<file path="src/rtl/lsu_if.sv">
// rtl/lsu_if.sv - core request/response and data-memory bus bundle for the lsu
interface lsu_if;
    logic        req_valid;
    logic        req_ready;
    logic        req_write;
    logic [1:0]  req_size;
    logic        req_unsigned;
    logic [63:0] req_addr;
    logic [63:0] req_wdata;
    logic        resp_valid;
    logic        resp_err;
    logic [63:0] resp_rdata;
    logic        busy;
    logic        mem_valid;
    logic        mem_ready;
    logic        mem_write;
    logic [63:0] mem_addr;
    logic [63:0] mem_wdata;
    logic [7:0]  mem_wmask;
    logic        mem_rvalid;
    logic [63:0] mem_rdata;

    modport slave (
        input  req_valid, req_write, req_size, req_unsigned, req_addr, req_wdata,
        input  mem_ready, mem_rvalid, mem_rdata,
        output req_ready, resp_valid, resp_err, resp_rdata, busy,
        output mem_valid, mem_write, mem_addr, mem_wdata, mem_wmask
    );

    modport master (
        output req_valid, req_write, req_size, req_unsigned, req_addr, req_wdata,
        output mem_ready, mem_rvalid, mem_rdata,
        input  req_ready, resp_valid, resp_err, resp_rdata, busy,
        input  mem_valid, mem_write, mem_addr, mem_wdata, mem_wmask
    );
endinterface

</file>
<file path="src/rtl/lsu.sv">
// rtl/lsu.sv - RV64 load/store unit; optional LSU_RANGE_CHECK_EN adds data-window range faults
module lsu #(
    parameter logic [63:0] MEM_BASE       = 64'h0000_0000_8000_0000,
    parameter logic [63:0] MEM_SIZE       = 64'h0000_0000_0800_0000,
    parameter int unsigned TIMEOUT_CYCLES = 255
) (
    input  logic  clk,
    input  logic  rst,
    lsu_if.slave  bus_io
);
    typedef enum logic [1:0] {S_IDLE, S_REQ, S_WAIT_R, S_RESP} state_t;

    localparam logic [64:0] MEM_END = {1'b0, MEM_BASE} + {1'b0, MEM_SIZE};
    localparam logic [16:0] TO_LIMIT = 17'(TIMEOUT_CYCLES);

    if (TIMEOUT_CYCLES < 1 || TIMEOUT_CYCLES > 65535 || MEM_SIZE == 64'd0 || MEM_END[64]) begin : g_bad_cfg
        $error("lsu: invalid configuration");
    end

    state_t      state_q, state_d;
    logic        write_q, write_d;
    logic [1:0]  size_q, size_d;
    logic        unsigned_q, unsigned_d;
    logic [63:0] addr_q, addr_d;
    logic [63:0] wdata_q, wdata_d;
    logic [15:0] cnt_q, cnt_d;
    logic        err_q, err_d;
    logic [63:0] rdata_q, rdata_d;

    logic        misaligned;
    logic        range_fault;
    logic        timeout;
    logic [63:0] load_sh;
    logic [63:0] load_ext;
    logic [7:0]  lane_mask;
    logic        resp_valid;

    always_comb begin
        misaligned = 1'b0;
        case (bus_io.req_size)
            2'd0:    misaligned = 1'b0;
            2'd1:    misaligned = bus_io.req_addr[0];
            2'd2:    misaligned = |bus_io.req_addr[1:0];
            default: misaligned = |bus_io.req_addr[2:0];
        endcase
    end

`ifdef LSU_RANGE_CHECK_EN
    logic [3:0]  size_bytes;
    logic [64:0] acc_end;
    assign size_bytes  = 4'd1 << bus_io.req_size;
    assign acc_end     = {1'b0, bus_io.req_addr} + 65'(size_bytes);
    assign range_fault = (bus_io.req_addr < MEM_BASE) || (acc_end > MEM_END);
`else
    assign range_fault = 1'b0;
`endif

    // The cycle that would bring the counter to the limit is the last one allowed
    assign timeout = ({1'b0, cnt_q} + 17'd1) >= TO_LIMIT;

    assign load_sh = bus_io.mem_rdata >> {addr_q[2:0], 3'b000};

    always_comb begin
        load_ext = load_sh;
        case (size_q)
            2'd0:    load_ext = unsigned_q ? {56'd0, load_sh[7:0]}  : {{56{load_sh[7]}},  load_sh[7:0]};
            2'd1:    load_ext = unsigned_q ? {48'd0, load_sh[15:0]} : {{48{load_sh[15]}}, load_sh[15:0]};
            2'd2:    load_ext = unsigned_q ? {32'd0, load_sh[31:0]} : {{32{load_sh[31]}}, load_sh[31:0]};
            default: load_ext = load_sh;
        endcase
    end

    always_comb begin
        lane_mask = 8'h00;
        case (size_q)
            2'd0:    lane_mask = 8'h01;
            2'd1:    lane_mask = 8'h03;
            2'd2:    lane_mask = 8'h0F;
            default: lane_mask = 8'hFF;
        endcase
    end

    always_ff @(posedge clk) begin
        if (rst) begin
            state_q    <= S_IDLE;
            write_q    <= 1'b0;
            size_q     <= 2'd0;
            unsigned_q <= 1'b0;
            addr_q     <= 64'd0;
            wdata_q    <= 64'd0;
            cnt_q      <= 16'd0;
            err_q      <= 1'b0;
            rdata_q    <= 64'd0;
        end else begin
            state_q    <= state_d;
            write_q    <= write_d;
            size_q     <= size_d;
            unsigned_q <= unsigned_d;
            addr_q     <= addr_d;
            wdata_q    <= wdata_d;
            cnt_q      <= cnt_d;
            err_q      <= err_d;
            rdata_q    <= rdata_d;
        end
    end

    always_comb begin
        state_d    = state_q;
        write_d    = write_q;
        size_d     = size_q;
        unsigned_d = unsigned_q;
        addr_d     = addr_q;
        wdata_d    = wdata_q;
        cnt_d      = cnt_q;
        err_d      = err_q;
        rdata_d    = rdata_q;
        case (state_q)
            S_IDLE: begin
                if (bus_io.req_valid) begin
                    write_d    = bus_io.req_write;
                    size_d     = bus_io.req_size;
                    unsigned_d = bus_io.req_unsigned;
                    addr_d     = bus_io.req_addr;
                    wdata_d    = bus_io.req_wdata;
                    cnt_d      = 16'd0;
                    rdata_d    = 64'd0;
                    err_d      = misaligned || range_fault;
                    state_d    = (misaligned || range_fault) ? S_RESP : S_REQ;
                end
            end
            S_REQ: begin
                cnt_d = cnt_q + 16'd1;
                // A handshake in the final allowed cycle still counts as progress
                if (bus_io.mem_ready) begin
                    state_d = write_q ? S_RESP : S_WAIT_R;
                end else if (timeout) begin
                    err_d   = 1'b1;
                    state_d = S_RESP;
                end
            end
            S_WAIT_R: begin
                cnt_d = cnt_q + 16'd1;
                if (bus_io.mem_rvalid) begin
                    rdata_d = load_ext;
                    state_d = S_RESP;
                end else if (timeout) begin
                    err_d   = 1'b1;
                    state_d = S_RESP;
                end
            end
            default: begin
                state_d = S_IDLE;
            end
        endcase
    end

    assign resp_valid        = (state_q == S_RESP) && !rst;
    assign bus_io.resp_valid = resp_valid;
    assign bus_io.resp_err   = resp_valid && err_q;
    assign bus_io.resp_rdata = resp_valid ? rdata_q : 64'd0;
    assign bus_io.req_ready  = (state_q == S_IDLE) && !rst;
    assign bus_io.busy       = (state_q != S_IDLE) && !rst;
    assign bus_io.mem_valid  = (state_q == S_REQ) && !rst;
    assign bus_io.mem_write  = write_q;
    assign bus_io.mem_addr   = {addr_q[63:3], 3'b000};
    assign bus_io.mem_wdata  = wdata_q << {addr_q[2:0], 3'b000};
    assign bus_io.mem_wmask  = lane_mask << addr_q[2:0];
endmodule

</file>
<file path="src/flat_wrapper.sv">
// flat-port wrapper written by rule: the top's interface ports become plain ports
module lsu_flat 
#(
    parameter logic [63:0] MEM_BASE       = 64'h0000_0000_8000_0000,
    parameter logic [63:0] MEM_SIZE       = 64'h0000_0000_0800_0000,
    parameter int unsigned TIMEOUT_CYCLES = 255
)
  (clk, rst, bus_io_req_valid, bus_io_req_write, bus_io_req_size, bus_io_req_unsigned, bus_io_req_addr, bus_io_req_wdata, bus_io_mem_ready, bus_io_mem_rvalid, bus_io_mem_rdata, bus_io_req_ready, bus_io_resp_valid, bus_io_resp_err, bus_io_resp_rdata, bus_io_busy, bus_io_mem_valid, bus_io_mem_write, bus_io_mem_addr, bus_io_mem_wdata, bus_io_mem_wmask);
  lsu_if bus_io_i ();
  input  logic clk;
  input  logic rst;
  input wire logic [$bits(bus_io_i.req_valid)-1:0] bus_io_req_valid;
  input wire logic [$bits(bus_io_i.req_write)-1:0] bus_io_req_write;
  input wire logic [$bits(bus_io_i.req_size)-1:0] bus_io_req_size;
  input wire logic [$bits(bus_io_i.req_unsigned)-1:0] bus_io_req_unsigned;
  input wire logic [$bits(bus_io_i.req_addr)-1:0] bus_io_req_addr;
  input wire logic [$bits(bus_io_i.req_wdata)-1:0] bus_io_req_wdata;
  input wire logic [$bits(bus_io_i.mem_ready)-1:0] bus_io_mem_ready;
  input wire logic [$bits(bus_io_i.mem_rvalid)-1:0] bus_io_mem_rvalid;
  input wire logic [$bits(bus_io_i.mem_rdata)-1:0] bus_io_mem_rdata;
  output wire logic [$bits(bus_io_i.req_ready)-1:0] bus_io_req_ready;
  output wire logic [$bits(bus_io_i.resp_valid)-1:0] bus_io_resp_valid;
  output wire logic [$bits(bus_io_i.resp_err)-1:0] bus_io_resp_err;
  output wire logic [$bits(bus_io_i.resp_rdata)-1:0] bus_io_resp_rdata;
  output wire logic [$bits(bus_io_i.busy)-1:0] bus_io_busy;
  output wire logic [$bits(bus_io_i.mem_valid)-1:0] bus_io_mem_valid;
  output wire logic [$bits(bus_io_i.mem_write)-1:0] bus_io_mem_write;
  output wire logic [$bits(bus_io_i.mem_addr)-1:0] bus_io_mem_addr;
  output wire logic [$bits(bus_io_i.mem_wdata)-1:0] bus_io_mem_wdata;
  output wire logic [$bits(bus_io_i.mem_wmask)-1:0] bus_io_mem_wmask;
  assign bus_io_i.req_valid = bus_io_req_valid;
  assign bus_io_i.req_write = bus_io_req_write;
  assign bus_io_i.req_size = bus_io_req_size;
  assign bus_io_i.req_unsigned = bus_io_req_unsigned;
  assign bus_io_i.req_addr = bus_io_req_addr;
  assign bus_io_i.req_wdata = bus_io_req_wdata;
  assign bus_io_i.mem_ready = bus_io_mem_ready;
  assign bus_io_i.mem_rvalid = bus_io_mem_rvalid;
  assign bus_io_i.mem_rdata = bus_io_mem_rdata;
  assign bus_io_req_ready = bus_io_i.req_ready;
  assign bus_io_resp_valid = bus_io_i.resp_valid;
  assign bus_io_resp_err = bus_io_i.resp_err;
  assign bus_io_resp_rdata = bus_io_i.resp_rdata;
  assign bus_io_busy = bus_io_i.busy;
  assign bus_io_mem_valid = bus_io_i.mem_valid;
  assign bus_io_mem_write = bus_io_i.mem_write;
  assign bus_io_mem_addr = bus_io_i.mem_addr;
  assign bus_io_mem_wdata = bus_io_i.mem_wdata;
  assign bus_io_mem_wmask = bus_io_i.mem_wmask;
  lsu #(.MEM_BASE(MEM_BASE), .MEM_SIZE(MEM_SIZE), .TIMEOUT_CYCLES(TIMEOUT_CYCLES)) u_core (.clk(clk), .rst(rst), .bus_io(bus_io_i));
endmodule
</file>
<file path="config.mk">
export PLATFORM = sky130hd
export DESIGN_NAME = lsu_flat
export DESIGN_NICKNAME = d
export VERILOG_FILES = /design/src/rtl/lsu_if.sv /design/src/rtl/lsu.sv /design/src/flat_wrapper.sv
export SDC_FILE = /design/constraint.sdc
export NUM_CORES = 1
export LEC_CHECK = 0
export CORE_ASPECT_RATIO = 0.75
export CORE_MARGIN = 4
export CORE_UTILIZATION = 52
export CTS_BUF_LIST = sky130_fd_sc_hd__clkbuf_2 sky130_fd_sc_hd__clkbuf_4 sky130_fd_sc_hd__clkbuf_8
export CTS_CLUSTER_SIZE = 40
export DETAILED_ROUTE_END_ITERATION = 7
export HOLD_SLACK_MARGIN = 0.05
export PLACE_DENSITY = 0.89
export SYNTH_ARGS = -nofsm -noshare
export SYNTH_HDL_FRONTEND = slang
export SYNTH_SLANG_ARGS = --single-unit
</file>
<file path="constraint.sdc">
create_clock -name clk -period 6.4 [get_ports clk]
set_input_delay 1.28 -clock clk [delete_from_list [all_inputs] [get_ports clk]]
set_output_delay 1.28 -clock clk [all_outputs]
set_load 0.02 [all_outputs]
</file>
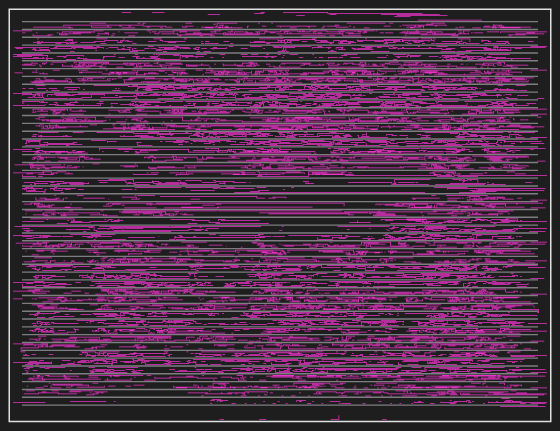
run_1/met1.png
Supply wires on this layer in grey.
main direction: horizontal
longest straight run: 66.2 um
wire length on this layer: 18900 um

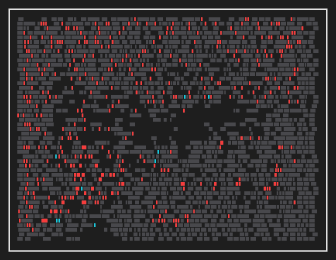
run_1/gate_families.png
[NAND gates] red | cells: 394 | most used: nand2_1 | where: spread over the die
[inverters] cyan | cells: 9 | most used: inv_1

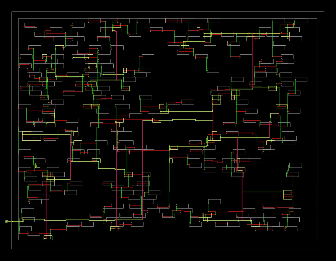
run_1/final_clocks.png
clk sinks: 215
Num CTS Buffers: 37
Clock group: 1.31 mW
Final Skew: 13.78 ps

==> impl_metrics.toml, run 1 <==
# flow metrics
[finish]
nNetsFinal = 2108
layout_top_cells = "clkdlybuf4s50_1 (402), nand2_1 (363), dfxtp_1 (212)"
utilization = 0.7052
antennaDiodeCount = 0
final-seq-area_um2 = 4315
fill_cells = 1883
drive_gt1_frac = 0.08255

[run]
maxCapViolations = 0

[synthesis]
synth_cell_type_count = 58
netlist_area_um2 = 12590
async_flop_share = 0
ys_seq_frac = 0.3418
synth_cells = 1648

[critical_path]
rr_startpoint = "u_core.addr_q[0]"
startpoint_type = "flip-flop"
rr_worst_depth = 8
critPathArrivalTime_ps = 3480

[floorplan]
num_rows = 49
ioPinCount = 407
die_area_um2 = 26790
dieWidth_um = 187.7

[place]
portBuffers = 403
dp_hpwl_mm = 32.28

[drt]
drt_first_iter_violations = 1349
dr.pass1.iters = 5

[min_path]
min_from = "u_core.addr_q[18]"
hold_class = "reg -> reg"

[final_timing]
rsz0062_at_grt = "no"
worst_slew_pin_slew_ps = 1096

[clocking]
clockRootBuffer = "clkbuf_8"
clk_pin_slew_ps = 60
h-tree-depth = 2
cts_setup_buffers = 0

[grt]
grt_max_degree = 104
overflow = 0
antenna_found_initial = 0

[run_status]
outcome = "complete, no violations"

[power]
vdd_drop_max_v = 0.0003382
-- run 1: synthesized netlist by cell type, drive strengths merged, types with 3 or more instances --
library cell,n,area (um^2)
ha,6,75.07
mux2i,112,1125
dfxtp,215,4304
xor2,3,26.28
nand4,6,37.54
buf,114,728.2
o22ai,27,168.9
mux4,7,161.4
a311oi,4,35.03
and2,73,456.7
a22o,40,350.3
nand2,364,1366
a221o,16,167.7
and3,12,75.07
nor2b,10,62.56
nor2,120,450.4
inv,9,33.78
o21ai,61,305.3
nand3,16,80.08
nand3b,3,22.52
a22oi,8,60.06
clkbuf,91,341.6
nor3,11,60.06
a21oi,209,1046
and4,3,26.28
o211ai,20,150.1
or2,4,25.02
a211oi,5,37.54
nand2b,3,18.77
mux2,50,563.0
-- run 1: per-stage QoR --
stage          power [mW]  cell area [um^2]  setup slack, ps  hold WS (ps)  std cells
2_1_floorplan       3.300             12600             2865         433.8       1650
3_3_place_gp        4.075             16090             1888         440.5       2168
3_5_place_dp        4.133             16090             1775         445.5       2168
4_1_cts             5.457             16860             1675         454.2       2232
5_1_grt             5.764             16860             1482         465.5       2232
6_report            5.468             16860             1642         453.6       2232
-- run 1: registers in the layout, summed over array words and instances (netlist names) --
register / flops
u_core.bus_io.mem_write: 1
u_core.state_q: 2
u_core.err_q: 1
u_core.size_q: 2
u_core.cnt_q: 16
u_core.unsigned_q: 1
u_core.addr_q: 64
u_core.wdata_q: 64
u_core.rdata_q: 64
-- run 1: kinds of logic after synthesis --
kind of cell,share of synthesized area
flops,0.3418
other cells,0.0002978
fa+ha+maj,0.005962
mux,0.1469
simple gates,0.2188
compound gates,0.1952
xor+xnor,0.003478
buf+inv,0.08764
-- run 1: critical path: stages, from the launching register on --
cell and delay, ps:
dfxtp_4 540, buf_4 830, buf_4 680, a221oi_1 200, clkdlybuf4s50_1 600
-- run 1: per-layer routing --
| metal | global-route usage | share of wire | vias up |
|---|---|---|---|
| li1 | - | - | 6125 |
| met1 | 0.4245 | 0.42 | 6029 |
| met2 | 0.4809 | 0.43 | 752 |
| met3 | 0.09824 | 0.11 | 87 |
| met4 | 0.1112 | 0.033 | 0 |
| met5 | 0 | 0 | - |
-- run 1: worst max-delay path by stage --
stage | end | from | slack (ps)
after floorplan | bus_io_busy | rst | 2870
after global placement | bus_io_resp_rdata[30] | rst | 1890
after detailed placement | bus_io_resp_rdata[30] | rst | 1770
after CTS | bus_io_mem_wmask[6] | u_core.addr_q[0] | 1680
after global routing | bus_io_mem_wmask[6] | u_core.addr_q[0] | 1480
final | bus_io_mem_wmask[6] | u_core.addr_q[0] | 1640
-- run 1: layout make-up --
type / instances / area share
multi-input combinational: 1221 / 0.4285
clock buffer: 52 / 0.04022
clock inverter: 12 / 0.005342
timing repair buffer: 417 / 0.2453
tap: 306 / 0.02271
sequential: 215 / 0.2559
inverter: 9 / 0.002003
-- run 1: report_power, final --
part | switching [mW] | internal (mW) | total (mW)
clock | 0.586 | 0.726 | 1.31
combinational | 1.43 | 0.960 | 2.39
sequential | 0.236 | 1.53 | 1.77
run_1/registers.png
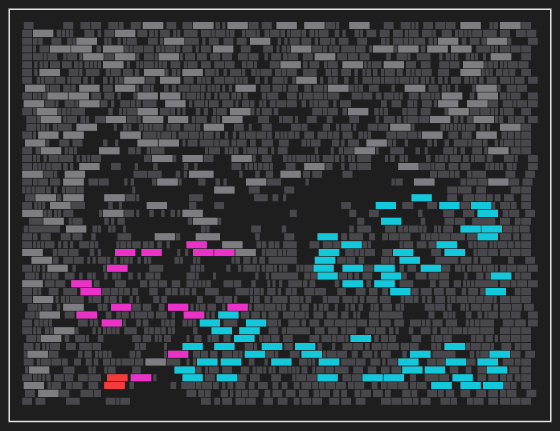

==> inputs of run 2 (changes only) <==
- CORE_UTILIZATION: 52 -> 48
- PLACE_DENSITY: 0.89 -> 0.83
- clock period: 6.4 -> 4.7 ns (I/O delays scaled with it)
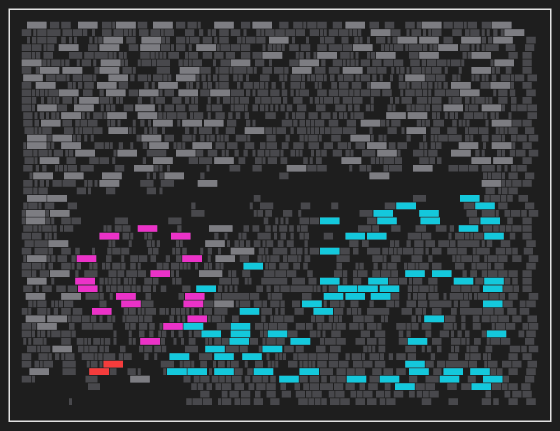
run_2/registers.png
[u_core.rdata_q] cyan | sequential cells: 64
[u_core.state_q] red | sequential cells: 2
[u_core.cnt_q] magenta | sequential cells: 16
not coloured: 133

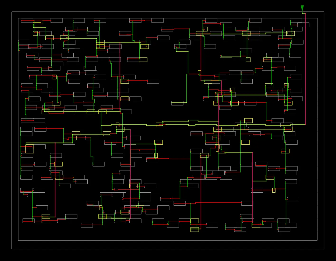
run_2/final_clocks.png
Clock Latency Late Sink: 530 ps
Final Skew: 20.63 ps
Clock group: 1.79 mW
# clk buffers: 55

==> run 2 against run 1 <==
Sequential power is 35% higher. Register-to-register slack worse by 1300 ps. Critical endpoint is now bus_io_mem_wdata[24]. Largest power group unchanged. Setup slack worse by 1000 ps.
==> impl_metrics.toml, run 2 <==
# flow metrics
[run_status]
outcome = "complete, no violations"

[min_path]
min_from = "u_core.addr_q[20]"
hold_class = "reg -> reg"

[final_timing]
rsz0062_at_grt = "no"
holdWs_ps = 452.5
worst_slew_pin_slew_ps = 1201

[critical_path]
rr_worst_depth = 8
startpoint_type = "flip-flop"
crit_start = "u_core.addr_q[1]"

[floorplan]
dieWidth_um = 195.0
num_rows = 51
die_area_um2 = 28920

[finish]
nNetsFinal = 2112
drive_gt1_frac = 0.08346
top_regs = "u_core.addr_q (64), u_core.rdata_q (64), u_core.wdata_q (64)"
layout_top_cells = "clkdlybuf4s50_1 (402), nand2_1 (363), dfxtp_1 (212)"
utilization = 0.6548

[run]
maxCapViolations = 0

[clocking]
cts_sinks = 215
cts_setup_buffers = 0
cts_buffers = 37

[place]
portBuffers = 403

[synthesis]
top_cell_area_share = 0.3418
top_cells_by_count = "nand2_1 (364), dfxtp_1 (215), a21oi_1 (209)"
synth_cells = 1648
yosysMostFrequentCell = "nand2_1"
ys_seq_frac = 0.3418

[grt]
antenna_found_initial = 5
grt_max_degree = 112
overflow = 0

[power]
vdd_drop_max_v = 0.0004088

[drt]
drt_first_iter_violations = 1324
==> run 2: worst max path at each step <==
stage	slack, ps	to
floorplan	1770	bus_io_mem_wdata[53]
global placement	930	bus_io_resp_rdata[26]
detailed placement	800	bus_io_resp_rdata[42]
CTS	650	bus_io_mem_wdata[50]
global route	490	bus_io_mem_wdata[24]
finish	630	bus_io_mem_wdata[24]
==> run 2: logic make-up (layout without fill, tap and decap cells) <==
logic type      Yosys count  in the layout  share of synthesized area
compound gates          403            403                     0.1952
xor+xnor                  5              5                   0.003478
buf+inv                 214            493                    0.08764
other cells               1              4                  0.0002978
mux                     169            169                     0.1469
fa+ha+maj                 6              6                   0.005962
simple gates            635            635                     0.2188
flops                   215            215                     0.3418
==> run 2: layer usage <==
metal,part of all wire,track usage,up-vias
met5,0.0012,0,-
met4,0.035,0.09665,8
met3,0.11,0.09624,97
met2,0.42,0.4315,691
met1,0.43,0.4051,5973
li1,-,-,6137
==> run 2: worst max-delay path, cell delays in order (launching register included) <==
cell,delay [ps]
dfxtp_4,650
buf_4,500
mux2i_1,340
nor2_1,70
a21oi_1,310
nor2_1,120
clkdlybuf4s50_1,610
==> run 2: layout make-up <==
cell class,count,area share
Antenna cell,1,0.0001475
Sequential cell,215,0.2544
Clock buffer,55,0.04241
Multi-Input combinational cell,1221,0.4258
Tap cell,344,0.02537
Inverter,9,0.001991
Clock inverter,8,0.002803
Timing Repair Buffer,421,0.2471
==> run 2: power by group <==
| part | switching, mW | internal [mW] |
|---|---|---|
| logic | 1.96 | 1.33 |
| clock network | 0.807 | 0.980 |
| registers | 0.306 | 2.08 |
==> run 2: through the flow <==
stage,instance area [um^2],setup slack (ps),power [mW],std cells
floorplan,12600,1766,4.494,1650
global placement,16190,928.9,5.613,2210
detailed placement,16190,802.9,5.670,2210
CTS,16960,648.3,7.466,2273
global route,16960,491.7,7.872,2273
finish,16960,625.5,7.473,2274
Power is estimated from default activity; no workload was simulated.
